### Clock wiring as the flow saved it, run 1

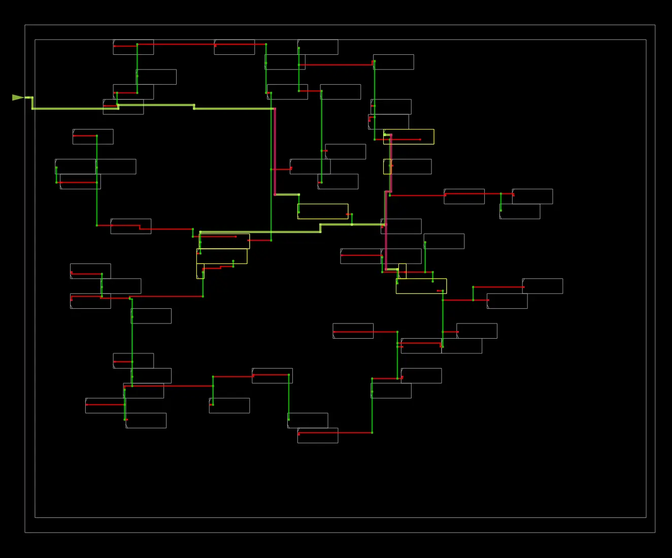
### Signal wires on met1, run 1

The bar under the picture is 20 µm long.
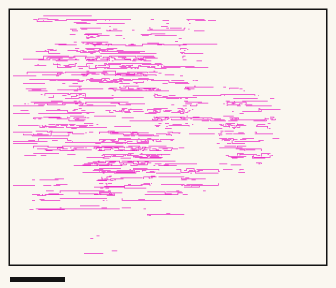
### Pin placement, run 1

The bar under the picture is 20 µm long. Pins as bars across the die edge, other pins in gray.
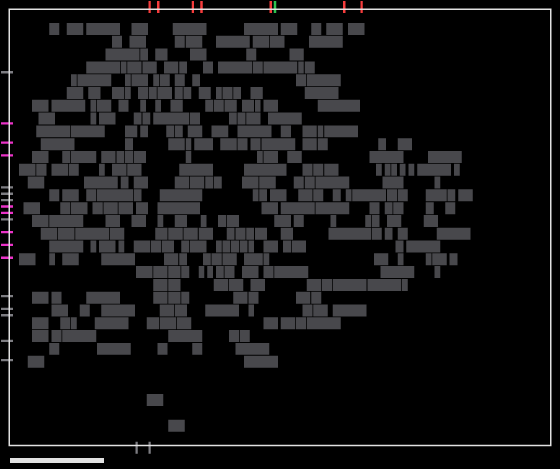
<file path="config.mk">
export PLATFORM = sky130hd
export DESIGN_NAME = seven_segment_decoder
export DESIGN_NICKNAME = d
export VERILOG_FILES = /design/src/rtl/seven_segment_decoder.sv
export SDC_FILE = /design/constraint.sdc
export NUM_CORES = 1
export LEC_CHECK = 0
export CAP_MARGIN = 20
export CORE_ASPECT_RATIO = 0.8
export CORE_MARGIN = 1.5
export CORE_UTILIZATION = 28
export DETAILED_ROUTE_END_ITERATION = 16
export GPL_ROUTABILITY_DRIVEN = 0
export RECOVER_POWER = 25
export SYNTH_ARGS = -nofsm -noshare
export SYNTH_HDL_FRONTEND = slang
export SYNTH_SLANG_ARGS = --single-unit
</file>
<file path="constraint.sdc">
create_clock -name clk -period 3.4 [get_ports clk]
set_input_delay 0.34 -clock clk [delete_from_list [all_inputs] [get_ports clk]]
set_output_delay 0.34 -clock clk [all_outputs]
set_load 0.1 [all_outputs]
</file>
<file path="src/rtl/seven_segment_decoder.sv">
// Decodes two active-low 7-segment digits back to a byte over valid/ready.
// Optional input synchronizer: define SEVEN_SEG_DEC_SYNC_EN.
module seven_segment_decoder #(
   parameter int STABLE_CYCLES = 4
) (
   input  logic       clk,
   input  logic       rst,
   input  logic [6:0] i_seg_lo,
   input  logic [6:0] i_seg_hi,
   output logic [7:0] o_byte,
   output logic       o_valid,
   input  logic       i_ready,
   output logic       o_err,
   output logic       o_overrun
);

   localparam logic       ST_COUNT  = 1'b0;
   localparam logic       ST_HOLD   = 1'b1;
   localparam logic [13:0] BLANK    = '1;
   localparam logic [7:0] SETTLE_AT = 8'(STABLE_CYCLES - 1);
   localparam logic [7:0] CNT_SAT   = 8'(STABLE_CYCLES);

   logic [13:0] p, q, p_d;
   logic [7:0]  cnt;
   logic        state;
   logic [7:0]  last;
   logic        have_last;

   logic        settle, both_blank, legal, dup, load;
   logic [4:0]  dec_hi, dec_lo;
   logic [7:0]  value;

   function automatic logic [4:0] seg_dec(input logic [6:0] raw);
      logic [6:0] s;
      s = ~raw;
      case (s)
         7'h7E:   seg_dec = 5'h10;
         7'h30:   seg_dec = 5'h11;
         7'h6D:   seg_dec = 5'h12;
         7'h79:   seg_dec = 5'h13;
         7'h33:   seg_dec = 5'h14;
         7'h5B:   seg_dec = 5'h15;
         7'h5F:   seg_dec = 5'h16;
         7'h70:   seg_dec = 5'h17;
         7'h7F:   seg_dec = 5'h18;
         7'h7B:   seg_dec = 5'h19;
         7'h77:   seg_dec = 5'h1A;
         7'h1F:   seg_dec = 5'h1B;
         7'h4E:   seg_dec = 5'h1C;
         7'h3D:   seg_dec = 5'h1D;
         7'h4F:   seg_dec = 5'h1E;
         7'h47:   seg_dec = 5'h1F;
         default: seg_dec = 5'h00;
      endcase
   endfunction

`ifdef SEVEN_SEG_DEC_SYNC_EN
   logic [13:0] sync1, sync2;

   always_ff @(posedge clk) begin
      if (rst) begin
         sync1 <= BLANK;
         sync2 <= BLANK;
      end else begin
         sync1 <= {i_seg_hi, i_seg_lo};
         sync2 <= sync1;
      end
   end

   assign p_d = sync2;
`else
   assign p_d = {i_seg_hi, i_seg_lo};
`endif

   always_comb begin
      dec_hi     = seg_dec(p[13:7]);
      dec_lo     = seg_dec(p[6:0]);
      value      = {dec_hi[3:0], dec_lo[3:0]};
      settle     = (state == ST_COUNT) && (p == q) && (cnt == SETTLE_AT);
      both_blank = (p == BLANK);
      legal      = dec_hi[4] && dec_lo[4];
      dup        = have_last && (value == last);
      load       = settle && !both_blank && legal && !dup;
   end

   always_ff @(posedge clk) begin
      if (rst) begin
         p     <= BLANK;
         q     <= BLANK;
         cnt   <= 8'd0;
         state <= ST_COUNT;
      end else begin
         p <= p_d;
         q <= p;
         if (p != q) begin
            cnt   <= 8'd0;
            state <= ST_COUNT;
         end else begin
            if (cnt != CNT_SAT)
               cnt <= cnt + 8'd1;
            if (settle)
               state <= ST_HOLD;
         end
      end
   end

   // A load on the handshake edge replaces the delivered value without overrun
   always_ff @(posedge clk) begin
      if (rst) begin
         o_byte    <= 8'h00;
         o_valid   <= 1'b0;
         o_err     <= 1'b0;
         o_overrun <= 1'b0;
         last      <= 8'h00;
         have_last <= 1'b0;
      end else begin
         o_err     <= settle && !both_blank && !legal;
         o_overrun <= load && o_valid && !i_ready;
         if (load) begin
            o_byte    <= value;
            o_valid   <= 1'b1;
            last      <= value;
            have_last <= 1'b1;
         end else if (i_ready) begin
            o_valid <= 1'b0;
         end
      end
   end

endmodule
</file>
==> qor.yml, run 1 <==
total_power_w: 0.00120
drtIter0Drc: 246
hold_buffers: 0
clock_sinks: 49
hpwl_um: 4190
period_minus_slack_ps: 2820
via_count: 2291
design.seq.count: 49
final_nets: 351
hp-class: "reg -> reg"
status: "complete, no violations"
synth.area.top_cells: "dfxtp_1 35%, xor2_1 7.5%, or2_2 6.7%, nor2_1 3.5%, nand3_1 2.9%"
p_leak_nw: 1.11
cts_htree_levels: 2
critPathKind: "reg -> reg"
cts_tree: "yes"
syn_to_final_growth_pct: 16.7
die_h_um: 92.4
grt_max_degree: 27
ys_cells: 319
clock_latency_ps: 280
xor_share_pct: 10.0
cts_setup_buffers: 0
grt_use_total_pct: 11.8
grt_pass1_vias: 2102
cpPeakStageDelay_ps: 530
use_met2_pct: 18.0
reg2reg_depth: 7
via_per_inst: 4.88
numCtsBuffers: 5
report.final.slew_viol_count: 0
grt_setup_unrepaired: "no"
Notes on 'Clock wiring as the flow saved it' above:
clk_skew: 5.91 ps
clock tree buffer count of the final layout: 8

Notes on 'Signal wires on met1' above:
longest straight run: 30.4 µm
wire length on this layer: 3130 µm

Notes on 'Pin placement' above:
[green] o_err | pins: 1 | direction: output | edge: north
[magenta] o_byte | pins: 8 | direction: output | edge: west
[red] i_seg_hi | pins: 7 | direction: input | edge: north
all pins by edge: 18 west, 8 north, 2 south

==> run 1: per-layer routing <==
| layer | share of wire [%] | wire [µm] | vias to the layer above |
|---|---|---|---|
| li1 | - | - | 1161 |
| met4 | 0.67 | 41 | 0 |
| met2 | 44 | 2690 | 43 |
| met3 | 3.8 | 229 | 5 |
| met1 | 51 | 3130 | 1082 |
| met5 | 0 | 0 | - |
==> run 1: final timing paths <==
check        endpoint   from  slack [ps]
max reg2reg   last[5]   p[3]         580
min             state  state         450
min reg2reg     state  state         450
max           last[5]   p[3]         580
==> run 1: power groups by stage <==
stage	logic (W)	clock network [W]	registers, W
after global routing	0.000105	0.000513	0.000635
after floorplan	0.0000963	0	0.000610
after global placement	0.0000965	0	0.000640
after detailed placement	0.0000966	0	0.000642
after CTS	0.0000972	0.000493	0.000629
final	0.0000947	0.000476	0.000630
### Zoomed window, run 1

The bar under the picture is 20 µm long. Region (32, 40) to (82, 90) µm. Cells in gray, sequential cells in the stronger gray; small squares are vias.
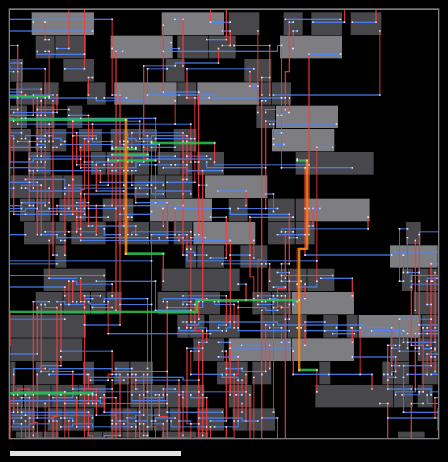

==> inputs of run 2 (changes only) <==
- clock period: 3.4 -> 2.8 ns (I/O delays scaled with it)
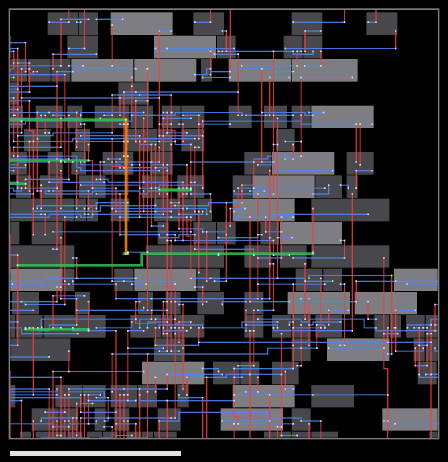
*Zoomed window, run 2*
The bar under the picture is 20 µm long. Region (32, 40) to (82, 90) µm. Cells in gray, sequential cells in the stronger gray; small squares are vias.
[red] metal 2
[green] metal 3
[orange] metal 4
[blue] metal 1
cells with their middle in the window: 130
netlist names of flops here include: q (11), p (5), cnt (2)
most frequent: dfxtp_1 (20), or2_2 (17), xor2_1 (11)
sequential cells in the window: 21

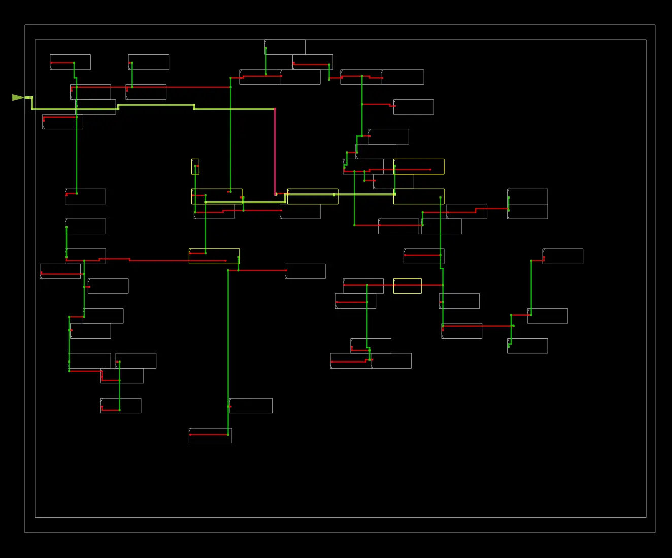
*Clock wiring as the flow saved it, run 2*
clock group power: 0.000596 W
FFs & Latches: 49
latest clock arrival within the worst-skew pair: 280 ps
clock tree buffer count of the final layout: 7

==> qor.yml, run 2 <==
p_leak_nw: 1.16  # +4.8%
status: "complete, no violations"
startpoint: "p[7]"
numCtsBuffers: 5  # unchanged
r2r-start: "p[7]"
grt_max_degree: 22  # -19%
r2r_slack_ps: 200  # -370 ps
routed-wl-met3_um: 194  # -15%
skew_ps: 5.35  # -0.559 ps
hpwl_um: 4430  # +5.8%
grt_pass1_vias: 2157  # +2.6%
clock_sinks: 49  # unchanged
cts_htree_levels: 2  # unchanged
critPathKind: "reg -> reg"
period_minus_slack_ps: 2600  # -226 ps
wl_met1_um: 3180  # +1.4%
hold_buffers: 0  # unchanged
min_to: "state"
endpoint: "last[5]"
via_per_inst: 4.78  # -2.2%
syn_to_final_growth_pct: 18.9
total_power_w: 0.00149  # +24%
cts_setup_buffers: 0  # unchanged
ys_cells: 319  # unchanged
report.final.slew_viol_count: 0  # unchanged
cts_tree: "yes"
cpPeakStageDelay_ps: 580  # +50 ps
synth.area.top_cells: "dfxtp_1 35%, xor2_1 7.5%, or2_2 6.7%, nor2_1 3.5%, nand3_1 2.9%"
final_nets: 363  # +3.4%
xor_share_pct: 10.0  # unchanged
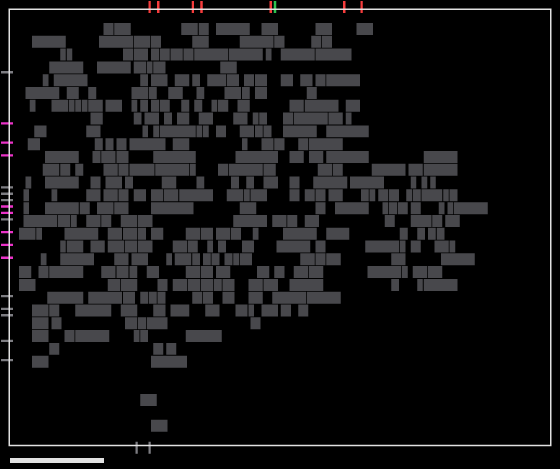
*Pin placement, run 2*
The bar under the picture is 20 µm long. Pins as bars across the die edge, other pins in gray.
[green] o_err | pins: 1 | direction: output | edge: north
[magenta] o_byte | pins: 8 | direction: output | edge: west
[red] i_seg_hi | pins: 7 | direction: input | edge: north
die height: 92.4 µm
Die W: 115 µm
I/O Buffers: 27

run 2: cell counts after synthesis:
No cell type changed its count.
run 2: layout make-up:
| cell class | instances | area [µm²] |
|---|---|---|
| well taps | 136 | 170 |
| inverters | 6 | 22.5 |
| multi-input cells | 239 | 1670 |
| flip-flops and latches | 49 | 987 |
| repair buffers | 43 | 333 |
| fillers | 1030 | 6360 |
| clock buffers | 7 | 143 |
run 2: power groups by stage:
| stage | Clock (W) | Sequential [W] | Combinational (W) |
|---|---|---|---|
| floorplan | 0 | 0.000741 | 0.000117 |
| global route | 0.000637 | 0.000760 | 0.000152 |
| finish | 0.000596 | 0.000755 | 0.000138 |
| CTS | 0.000611 | 0.000753 | 0.000139 |
| detailed placement | 0 | 0.000769 | 0.000139 |
| global placement | 0 | 0.000768 | 0.000138 |
### Signal wires on met1, run 2

The bar under the picture is 20 µm long.
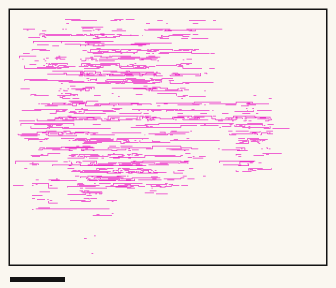

==> inputs of run 3 (changes only) <==
- PLACE_DENSITY_LB_ADDON: default -> 0.12
- SETUP_SLACK_MARGIN: default -> 0.3
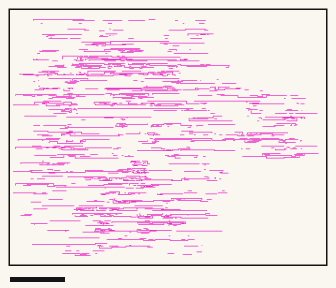
*Signal wires on met1, run 3*
The bar under the picture is 20 µm long.
wire length on this layer: 3500 µm
main direction: horizontal
nets with wire on the layer: 342
longest straight run: 41.9 µm
drt total wl: 6530 µm
M1 GR Usage: 19.1%
vias: 2310

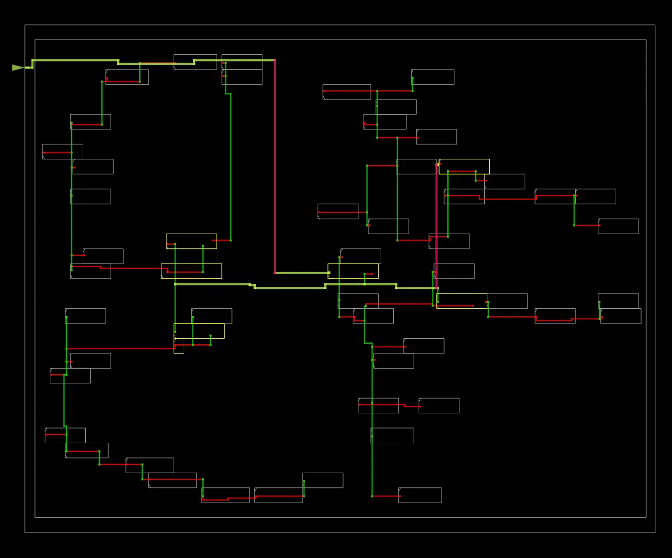
*Clock wiring as the flow saved it, run 3*
clk_skew: 5.52 ps
CTS buffer count: 5

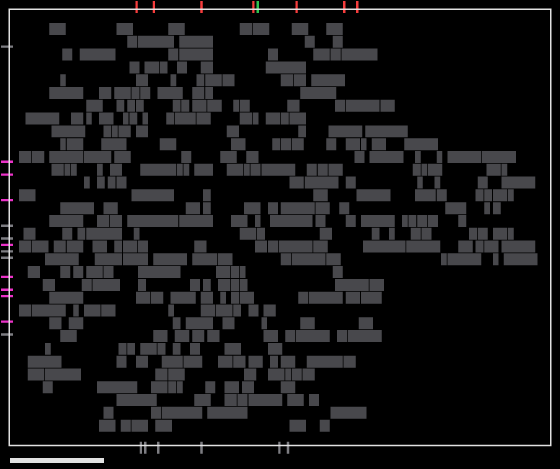
*Pin placement, run 3*
The bar under the picture is 20 µm long. Pins as bars across the die edge, other pins in gray.
[magenta] o_byte | pins: 8 | direction: output | edge: west
[red] i_seg_hi | pins: 7 | direction: input | edge: north
[green] o_err | pins: 1 | direction: output | edge: north
all pins by edge: 14 west, 8 north, 6 south

==> qor.yml, run 3 <==
status: "complete, no violations"
synth.area.top_cells: "dfxtp_1 35%, xor2_1 7.5%, or2_2 6.7%, nor2_1 3.5%, nand3_1 2.9%"
clock_latency_ps: 290  # about the same
hold_buffers: 0  # unchanged
critPathKind: "reg -> reg"
endpoint: "last[5]"
p_sw_w: 0.000355
finalClockPeriodUsage_pct: 87.6
power-top-group: "sequential cells"
seq_power_share_pct: 48.4
grt_pass1_vias: 2113  # -2.0%
cts_htree_levels: 2  # unchanged
startpoint: "p[10]"
cpPeakStageDelay_ps: 470  # -110 ps
ys_cells: 319  # unchanged
report.final.slew_viol_count: 0  # unchanged
xor_share_pct: 10.0  # unchanged
dr.pass1.iters: 4
cts_setup_buffers: 0  # unchanged
die_h_um: 92.4  # unchanged
final_nets: 366  # +0.83%
grt_max_degree: 32  # +45%
hpwl_um: 4640  # +4.6%
r2r_slack_ps: 350  # +140 ps
r2r-start: "p[10]"
powerClk_w: 0.000669  # +12%
seq-power_w: 0.000758  # about the same
die-width_um: 115  # unchanged
grt_pass1_wl_um: 10800
ant_nets: 0
total_power_w: 0.00157  # +5.2%
crit_path_top_delay_cell: "o41a_4"
p_leak_nw: 1.23  # +6.2%
period_minus_slack_ps: 2450  # -144 ps
clock_sinks: 49  # unchanged
powerComb_w: 0.000140  # about the same
## run 3: cell type report
type | count | area [µm²]
repair buffers | 46 | 378
clock buffers | 5 | 125
flip-flops and latches | 49 | 1010
well taps | 136 | 170
fillers | 1017 | 6200
multi-input cells | 239 | 1750
clock inverters | 2 | 35.0
inverters | 6 | 22.5
## run 3: per-layer routing
metal  part of all wire (%)  vias up  GRT usage [%]
met5                      0        -              0
met1                     54     1070           19.1
met4                   0.93        0           3.50
li1                       -     1194              -
met3                    3.6        4           3.01
met2                     42       42           18.9
## run 3: how the worst min path moves through the flow
stage	depth (start not counted)	startpoint	to	slack, ps
finish	2	state	state	450
global route	2	state	state	470
CTS	2	state	state	450
detailed placement	2	state	state	440
global placement	2	state	state	440
floorplan	1	i_seg_lo[0]	p[0]	380

==> layout pictures side by side <==
Sequential cells grouped by signal name.
The bar under the picture is 20 µm long. Other sequential cells in the stronger gray, the rest of the logic in the fainter gray.
shot_01.png
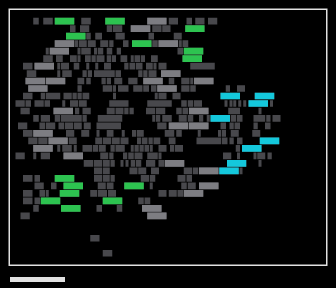
shot_02.png
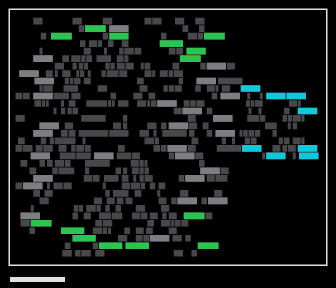
- run 3 = shot_02.png
- run 1 = shot_01.png

Key to shot_01.png:
[cyan] cnt | sequential cells: 8 | where: east
[green] p | sequential cells: 14
not colored: 27

No activity file was given, so power comes from the tool's default toggle rates.
